[src/rtl/eeg_oram_pkg.sv]
// Shared types and default widths for the ORAM bank controllers.
package eeg_oram_pkg;

    localparam int ORAM_ADD_AW = 12;
    localparam int OMUX_ADD_AW = 10;
    localparam int ORAM_DAT_DW = 4;

    typedef struct packed {
        logic                   lst;
        logic [ORAM_DAT_DW-1:0] dat;
    } oram_rd_ent_t;

    typedef enum logic {
        PREF_WR = 1'b0,
        PREF_RD = 1'b1
    } pref_t;

endpackage

[src/rtl/eeg_oram_bank_ctrl_if.sv]
// Bank-side channels: write requests and read addresses in, read data and write-done out.
interface eeg_oram_bank_ctrl_if import eeg_oram_pkg::*; #(
    parameter int ADD_AW = OMUX_ADD_AW,
    parameter int DAT_DW = ORAM_DAT_DW
);
    logic              mtoo_dat_vld;
    logic              mtoo_dat_lst;
    logic              mtoo_dat_rdy;
    logic [ADD_AW-1:0] mtoo_dat_add;
    logic [DAT_DW-1:0] mtoo_dat_dat;

    logic              mtoo_add_vld;
    logic              mtoo_add_lst;
    logic              mtoo_add_rdy;
    logic [ADD_AW-1:0] mtoo_add_add;

    logic              otom_dat_vld;
    logic              otom_dat_lst;
    logic              otom_dat_rdy;
    logic [DAT_DW-1:0] otom_dat_dat;

    logic              wr_done;

    modport master (
        output mtoo_dat_vld, mtoo_dat_lst, mtoo_dat_add, mtoo_dat_dat,
        input  mtoo_dat_rdy,
        output mtoo_add_vld, mtoo_add_lst, mtoo_add_add,
        input  mtoo_add_rdy,
        input  otom_dat_vld, otom_dat_lst, otom_dat_dat,
        output otom_dat_rdy,
        input  wr_done
    );

    modport slave (
        input  mtoo_dat_vld, mtoo_dat_lst, mtoo_dat_add, mtoo_dat_dat,
        output mtoo_dat_rdy,
        input  mtoo_add_vld, mtoo_add_lst, mtoo_add_add,
        output mtoo_add_rdy,
        output otom_dat_vld, otom_dat_lst, otom_dat_dat,
        input  otom_dat_rdy,
        output wr_done
    );
endinterface

[src/rtl/eeg_sync_fifo.sv]
// Flop-based synchronous FIFO with occupancy count; head entry drives pop_dat directly.
// Latency: a push is visible at the head the cycle after it is written.
// Backpressure: none internally; the owner must never push when full (push+pop same cycle is legal).
module eeg_sync_fifo #(
    parameter int WIDTH = 5,
    parameter int DEPTH = 4
) (
    input  logic                       clk,
    input  logic                       rst_n,
    input  logic                       push,
    input  logic [WIDTH-1:0]           push_dat,
    input  logic                       pop,
    output logic [WIDTH-1:0]           pop_dat,
    output logic [$clog2(DEPTH+1)-1:0] count,
    output logic                       empty
);
    localparam int PW = $clog2(DEPTH);

    logic [WIDTH-1:0] mem [DEPTH];
    logic [PW-1:0]    wr_ptr;
    logic [PW-1:0]    rd_ptr;

    function automatic logic [PW-1:0] ptr_inc(input logic [PW-1:0] p);
        return (p == PW'(DEPTH - 1)) ? '0 : p + 1'b1;
    endfunction

    always_ff @(posedge clk or negedge rst_n) begin
        if (!rst_n) begin
            wr_ptr <= '0;
            rd_ptr <= '0;
            count  <= '0;
        end else begin
            if (push) wr_ptr <= ptr_inc(wr_ptr);
            if (pop)  rd_ptr <= ptr_inc(rd_ptr);
            case ({push, pop})
                2'b10:   count <= count + 1'b1;
                2'b01:   count <= count - 1'b1;
                default: count <= count;
            endcase
        end
    end

    always_ff @(posedge clk) begin
        if (push) mem[wr_ptr] <= push_dat;
    end

    assign pop_dat = mem[rd_ptr];
    assign empty   = (count == '0);
endmodule

[src/rtl/eeg_oram_bank_ctrl.sv]
// Per-bank SRAM controller: round-robin between writes and reads, reads return in order via a FIFO.
// Latency: write 1 cycle to SRAM; read data appears 2 cycles after read acceptance when the FIFO is empty.
// Backpressure: reads are credit-limited by FIFO space + in-flight read, so OTOM stalls never drop data.
module eeg_oram_bank_ctrl import eeg_oram_pkg::*; #(
    parameter int ADD_AW     = OMUX_ADD_AW,
    parameter int DAT_DW     = ORAM_DAT_DW,
    parameter int FIFO_DEPTH = 4
) (
    input  logic                 clk,
    input  logic                 rst_n,
    eeg_oram_bank_ctrl_if.slave  bus,
    output logic                 ram_en,
    output logic                 ram_we,
    output logic [ADD_AW-1:0]    ram_add,
    output logic [DAT_DW-1:0]    ram_wdat,
    input  logic [DAT_DW-1:0]    ram_rdat
);
    localparam int CW = $clog2(FIFO_DEPTH + 1);

    pref_t         pref_q;
    pref_t         pref_d;
    logic          inflight;
    logic          inflight_lst;
    logic [CW-1:0] count;
    logic [CW:0]   crd_sum;
    logic          crd_ok;
    logic          wr_fire;
    logic          rd_fire;
    logic          fifo_empty;
    logic          fifo_pop;
    logic [DAT_DW:0] fifo_head;

    // The read being fetched this cycle already owns a FIFO slot.
    assign crd_sum = {1'b0, count} + {{CW{1'b0}}, inflight};
    assign crd_ok  = crd_sum < (CW+1)'(FIFO_DEPTH);

    // Ready never looks at its own valid; rst_n gating keeps the SRAM quiet during reset.
    assign bus.mtoo_dat_rdy = rst_n && !(bus.mtoo_add_vld && crd_ok && (pref_q == PREF_RD));
    assign bus.mtoo_add_rdy = rst_n && crd_ok && !(bus.mtoo_dat_vld && (pref_q == PREF_WR));

    assign wr_fire = bus.mtoo_dat_vld && bus.mtoo_dat_rdy;
    assign rd_fire = bus.mtoo_add_vld && bus.mtoo_add_rdy;

    always_comb begin
        pref_d = pref_q;
        if (bus.mtoo_dat_vld && bus.mtoo_add_vld && crd_ok) begin
            pref_d = wr_fire ? PREF_RD : PREF_WR;
        end
    end

    always_ff @(posedge clk or negedge rst_n) begin
        if (!rst_n) begin
            pref_q       <= PREF_WR;
            inflight     <= 1'b0;
            inflight_lst <= 1'b0;
            bus.wr_done  <= 1'b0;
        end else begin
            pref_q      <= pref_d;
            inflight    <= rd_fire;
            bus.wr_done <= wr_fire && bus.mtoo_dat_lst;
            if (rd_fire) inflight_lst <= bus.mtoo_add_lst;
        end
    end

    assign ram_en   = wr_fire || rd_fire;
    assign ram_we   = wr_fire;
    assign ram_add  = rd_fire ? bus.mtoo_add_add : bus.mtoo_dat_add;
    assign ram_wdat = bus.mtoo_dat_dat;

    assign fifo_pop = bus.otom_dat_vld && bus.otom_dat_rdy;

    eeg_sync_fifo #(
        .WIDTH (DAT_DW + 1),
        .DEPTH (FIFO_DEPTH)
    ) u_rd_fifo (
        .clk      (clk),
        .rst_n    (rst_n),
        .push     (inflight),
        .push_dat ({inflight_lst, ram_rdat}),
        .pop      (fifo_pop),
        .pop_dat  (fifo_head),
        .count    (count),
        .empty    (fifo_empty)
    );

    assign bus.otom_dat_vld = !fifo_empty;
    assign bus.otom_dat_lst = fifo_head[DAT_DW];
    assign bus.otom_dat_dat = fifo_head[DAT_DW-1:0];
endmodule
[src/flat_wrapper.sv]
// flat-port wrapper written by rule: the top's interface ports become plain ports
module eeg_oram_bank_ctrl_flat import eeg_oram_pkg::*;
#(
    parameter int ADD_AW     = OMUX_ADD_AW,
    parameter int DAT_DW     = ORAM_DAT_DW,
    parameter int FIFO_DEPTH = 4
)
  (clk, rst_n, ram_en, ram_we, ram_add, ram_wdat, ram_rdat, bus_mtoo_dat_vld, bus_mtoo_dat_lst, bus_mtoo_dat_add, bus_mtoo_dat_dat, bus_mtoo_dat_rdy, bus_mtoo_add_vld, bus_mtoo_add_lst, bus_mtoo_add_add, bus_mtoo_add_rdy, bus_otom_dat_vld, bus_otom_dat_lst, bus_otom_dat_dat, bus_otom_dat_rdy, bus_wr_done);
  eeg_oram_bank_ctrl_if #(.ADD_AW(ADD_AW), .DAT_DW(DAT_DW)) bus_i ();
  input  logic clk;
  input  logic rst_n;
  output logic ram_en;
  output logic ram_we;
  output logic [ADD_AW-1:0] ram_add;
  output logic [DAT_DW-1:0] ram_wdat;
  input  logic [DAT_DW-1:0] ram_rdat;
  input wire logic [$bits(bus_i.mtoo_dat_vld)-1:0] bus_mtoo_dat_vld;
  input wire logic [$bits(bus_i.mtoo_dat_lst)-1:0] bus_mtoo_dat_lst;
  input wire logic [$bits(bus_i.mtoo_dat_add)-1:0] bus_mtoo_dat_add;
  input wire logic [$bits(bus_i.mtoo_dat_dat)-1:0] bus_mtoo_dat_dat;
  output wire logic [$bits(bus_i.mtoo_dat_rdy)-1:0] bus_mtoo_dat_rdy;
  input wire logic [$bits(bus_i.mtoo_add_vld)-1:0] bus_mtoo_add_vld;
  input wire logic [$bits(bus_i.mtoo_add_lst)-1:0] bus_mtoo_add_lst;
  input wire logic [$bits(bus_i.mtoo_add_add)-1:0] bus_mtoo_add_add;
  output wire logic [$bits(bus_i.mtoo_add_rdy)-1:0] bus_mtoo_add_rdy;
  output wire logic [$bits(bus_i.otom_dat_vld)-1:0] bus_otom_dat_vld;
  output wire logic [$bits(bus_i.otom_dat_lst)-1:0] bus_otom_dat_lst;
  output wire logic [$bits(bus_i.otom_dat_dat)-1:0] bus_otom_dat_dat;
  input wire logic [$bits(bus_i.otom_dat_rdy)-1:0] bus_otom_dat_rdy;
  output wire logic [$bits(bus_i.wr_done)-1:0] bus_wr_done;
  assign bus_i.mtoo_dat_vld = bus_mtoo_dat_vld;
  assign bus_i.mtoo_dat_lst = bus_mtoo_dat_lst;
  assign bus_i.mtoo_dat_add = bus_mtoo_dat_add;
  assign bus_i.mtoo_dat_dat = bus_mtoo_dat_dat;
  assign bus_mtoo_dat_rdy = bus_i.mtoo_dat_rdy;
  assign bus_i.mtoo_add_vld = bus_mtoo_add_vld;
  assign bus_i.mtoo_add_lst = bus_mtoo_add_lst;
  assign bus_i.mtoo_add_add = bus_mtoo_add_add;
  assign bus_mtoo_add_rdy = bus_i.mtoo_add_rdy;
  assign bus_otom_dat_vld = bus_i.otom_dat_vld;
  assign bus_otom_dat_lst = bus_i.otom_dat_lst;
  assign bus_otom_dat_dat = bus_i.otom_dat_dat;
  assign bus_i.otom_dat_rdy = bus_otom_dat_rdy;
  assign bus_wr_done = bus_i.wr_done;
  eeg_oram_bank_ctrl #(.ADD_AW(ADD_AW), .DAT_DW(DAT_DW), .FIFO_DEPTH(FIFO_DEPTH)) u_core (.clk(clk), .rst_n(rst_n), .bus(bus_i), .ram_en(ram_en), .ram_we(ram_we), .ram_add(ram_add), .ram_wdat(ram_wdat), .ram_rdat(ram_rdat));
endmodule
[config.mk]
export PLATFORM = sky130hd
export DESIGN_NAME = eeg_oram_bank_ctrl_flat
export DESIGN_NICKNAME = d
export VERILOG_FILES = /design/src/rtl/eeg_oram_pkg.sv /design/src/rtl/eeg_oram_bank_ctrl_if.sv /design/src/rtl/eeg_sync_fifo.sv /design/src/rtl/eeg_oram_bank_ctrl.sv /design/src/flat_wrapper.sv
export SDC_FILE = /design/constraint.sdc
export NUM_CORES = 1
export LEC_CHECK = 0
export ABC_AREA = 1
export CAP_MARGIN = 0
export CORE_MARGIN = 2
export CORE_UTILIZATION = 30
export DETAILED_ROUTE_END_ITERATION = 16
export DONT_BUFFER_PORTS = 1
export PLACE_DENSITY_LB_ADDON = 0.1
export REMOVE_ABC_BUFFERS = 1
export SLEW_MARGIN = 20
export SYNTH_ARGS = -nofsm -noshare
export SYNTH_HDL_FRONTEND = slang
export SYNTH_HIERARCHICAL = 1
export SYNTH_SLANG_ARGS = --single-unit
[constraint.sdc]
create_clock -name clk -period 1.5 [get_ports clk]
set_input_delay 0.15 -clock clk [delete_from_list [all_inputs] [get_ports clk]]
set_output_delay 0.15 -clock clk [all_outputs]
set_load 0.01 [all_outputs]
==> run_results.csv <==
group,metric,value,unit
yosys,ys_area,0.001678,sq mm
global_routing,overflow,0,
final_timing,min_period,1612,ps
yosys,simple_gate_area_frac,0.2095,
run_status,status,"complete, but fails checks",
worst_setup_path,crit_family,"flip-flops",
clock_tree,hold_buffers,8,
route,met1_length,1374,um
placement,hpwl,2307,um
final_layout,fin_nets,243,
worst_setup_path,cpPeakStageDelay,410,ps
yosys,synth_cell_types,26,
power_and_ir_drop,clkPwrFrac,0.187,
worst_setup_path,worst_path_max_delay_cell,"dfrtp_1",
final_timing,finalSetupViolCount,13,
hold_path,timing.hold.worst.start,"bus_mtoo_dat_vld",
worst_setup_path,r2r_cells,6,
run_status,violations,"setup timing",
route,wirelength,3561,um
final_timing,setup_ws,-111.8,ps
power_and_ir_drop,seq_power_share,0.372,
final_layout,fin_util,0.3844,
worst_setup_path,path_buffers,3,
-- path summary, 6_finish.rpt --
path,endpoint,slack [ps]
min reg2reg,u_core/u_rd_fifo/wr_ptr[0],550
max reg2reg,u_core/u_rd_fifo/count[1],-110
max,ram_add[0],-110
max in group asynchronous,u_core/u_rd_fifo/rd_ptr[1],830
min,u_core/pref_q,10
min in group asynchronous,u_core/pref_q,300
-- metrics by stage --
step           setup TNS, ps  setup slack (ps)
4_1_cts                -1482            -138.1
5_1_grt                -2247            -207.9
3_5_place_dp          -247.8            -153.7
2_1_floorplan         -274.1            -152.5
3_3_place_gp          -120.1            -99.58
6_report               -1258            -111.8
-- cell families (layout without fill, tap and decap cells) --
group                    Yosys count  in the layout
AND-OR/OR-AND                     18             18
XOR/XNOR                           1              1
adder cells (fa/ha/maj)            7              7
buffers and inverters             44             67
flip-flops                        31             31
AND/OR/NAND/NOR                   78             78
-- state kept, by name (all words and copies together) (netlist names) --
signal / flops
u_core/bus.wr_done: 1
u_core/u_rd_fifo/wr_ptr: 2
u_core/inflight_lst: 1
u_core/u_rd_fifo/mem: 20
u_core/inflight: 1
u_core/u_rd_fifo/count: 3
u_core/u_rd_fifo/rd_ptr: 2
u_core/pref_q: 1
-- final cells by class --
| cell class | count | area (sq um) | share of cell area |
|---|---|---|---|
| repair buffers | 24 | 219.0 | 0.1047 |
| clock inverters | 2 | 8.758 | 0.004189 |
| multi-input cells | 104 | 685.7 | 0.3279 |
| clock buffers | 6 | 72.57 | 0.03471 |
| well taps | 72 | 90.09 | 0.04309 |
| flip-flops and latches | 31 | 875.8 | 0.4189 |
| inverters | 35 | 138.9 | 0.06643 |
Drive-strength map:
Scale bar: 20 um.
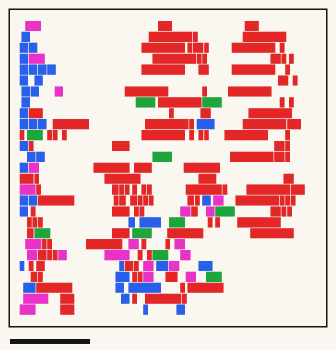
legend:
  magenta:
    size: drive 3 to 4
    cells: 21
  green:
    size: drive 6 and up
    cells: 10
  red:
    size: drive 1 or less
    cells: 132
  blue:
    size: drive 2
    cells: 39

Signal wires on met3:
Scale bar: 20 um.
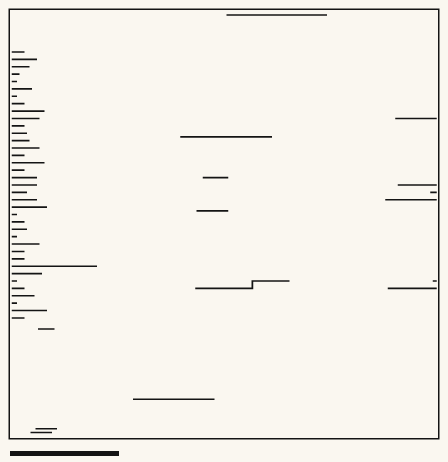
longest straight run: 18.2 um
wire length on this layer: 245 um
main direction: horizontal
share of all routed wire: 6.9%
nets with wire on the layer: 49

Ports around the boundary:
Scale bar: 20 um. Pins as bars across the die edge, other pins in gray.
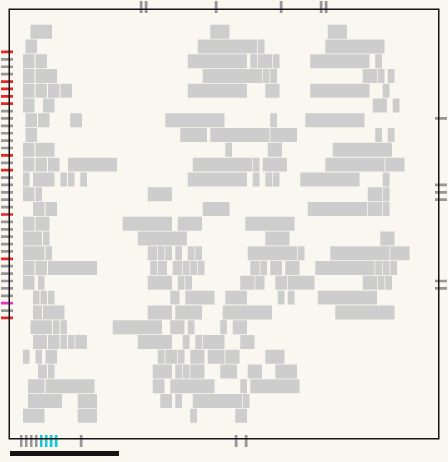
legend:
  red:
    port: bus_mtoo_add_add
    pins: 10
    direction: input
    edge: left
  magenta:
    port: bus_mtoo_add_rdy
    pins: 1
    direction: output
    edge: left
  cyan:
    port: ram_wdat
    pins: 4
    direction: output
    edge: bottom
all pins by edge: 37 left, 11 bottom, 6 right, 6 top

Signal wires by layer:
Scale bar: 20 um.
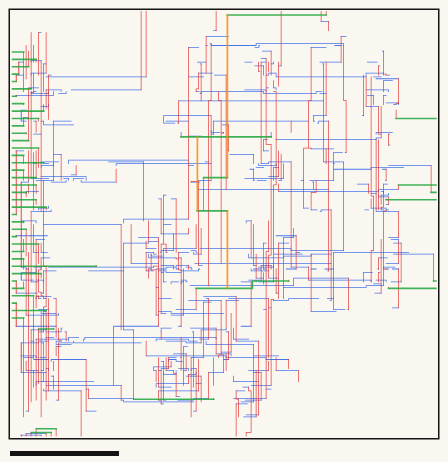
legend:
  blue:
    layer: met1
    wire_length: 1370 um
  orange:
    layer: met4
    wire_length: 57.8 um
  red:
    layer: met2
    wire_length: 1880 um
  green:
    layer: met3
    wire_length: 245 um

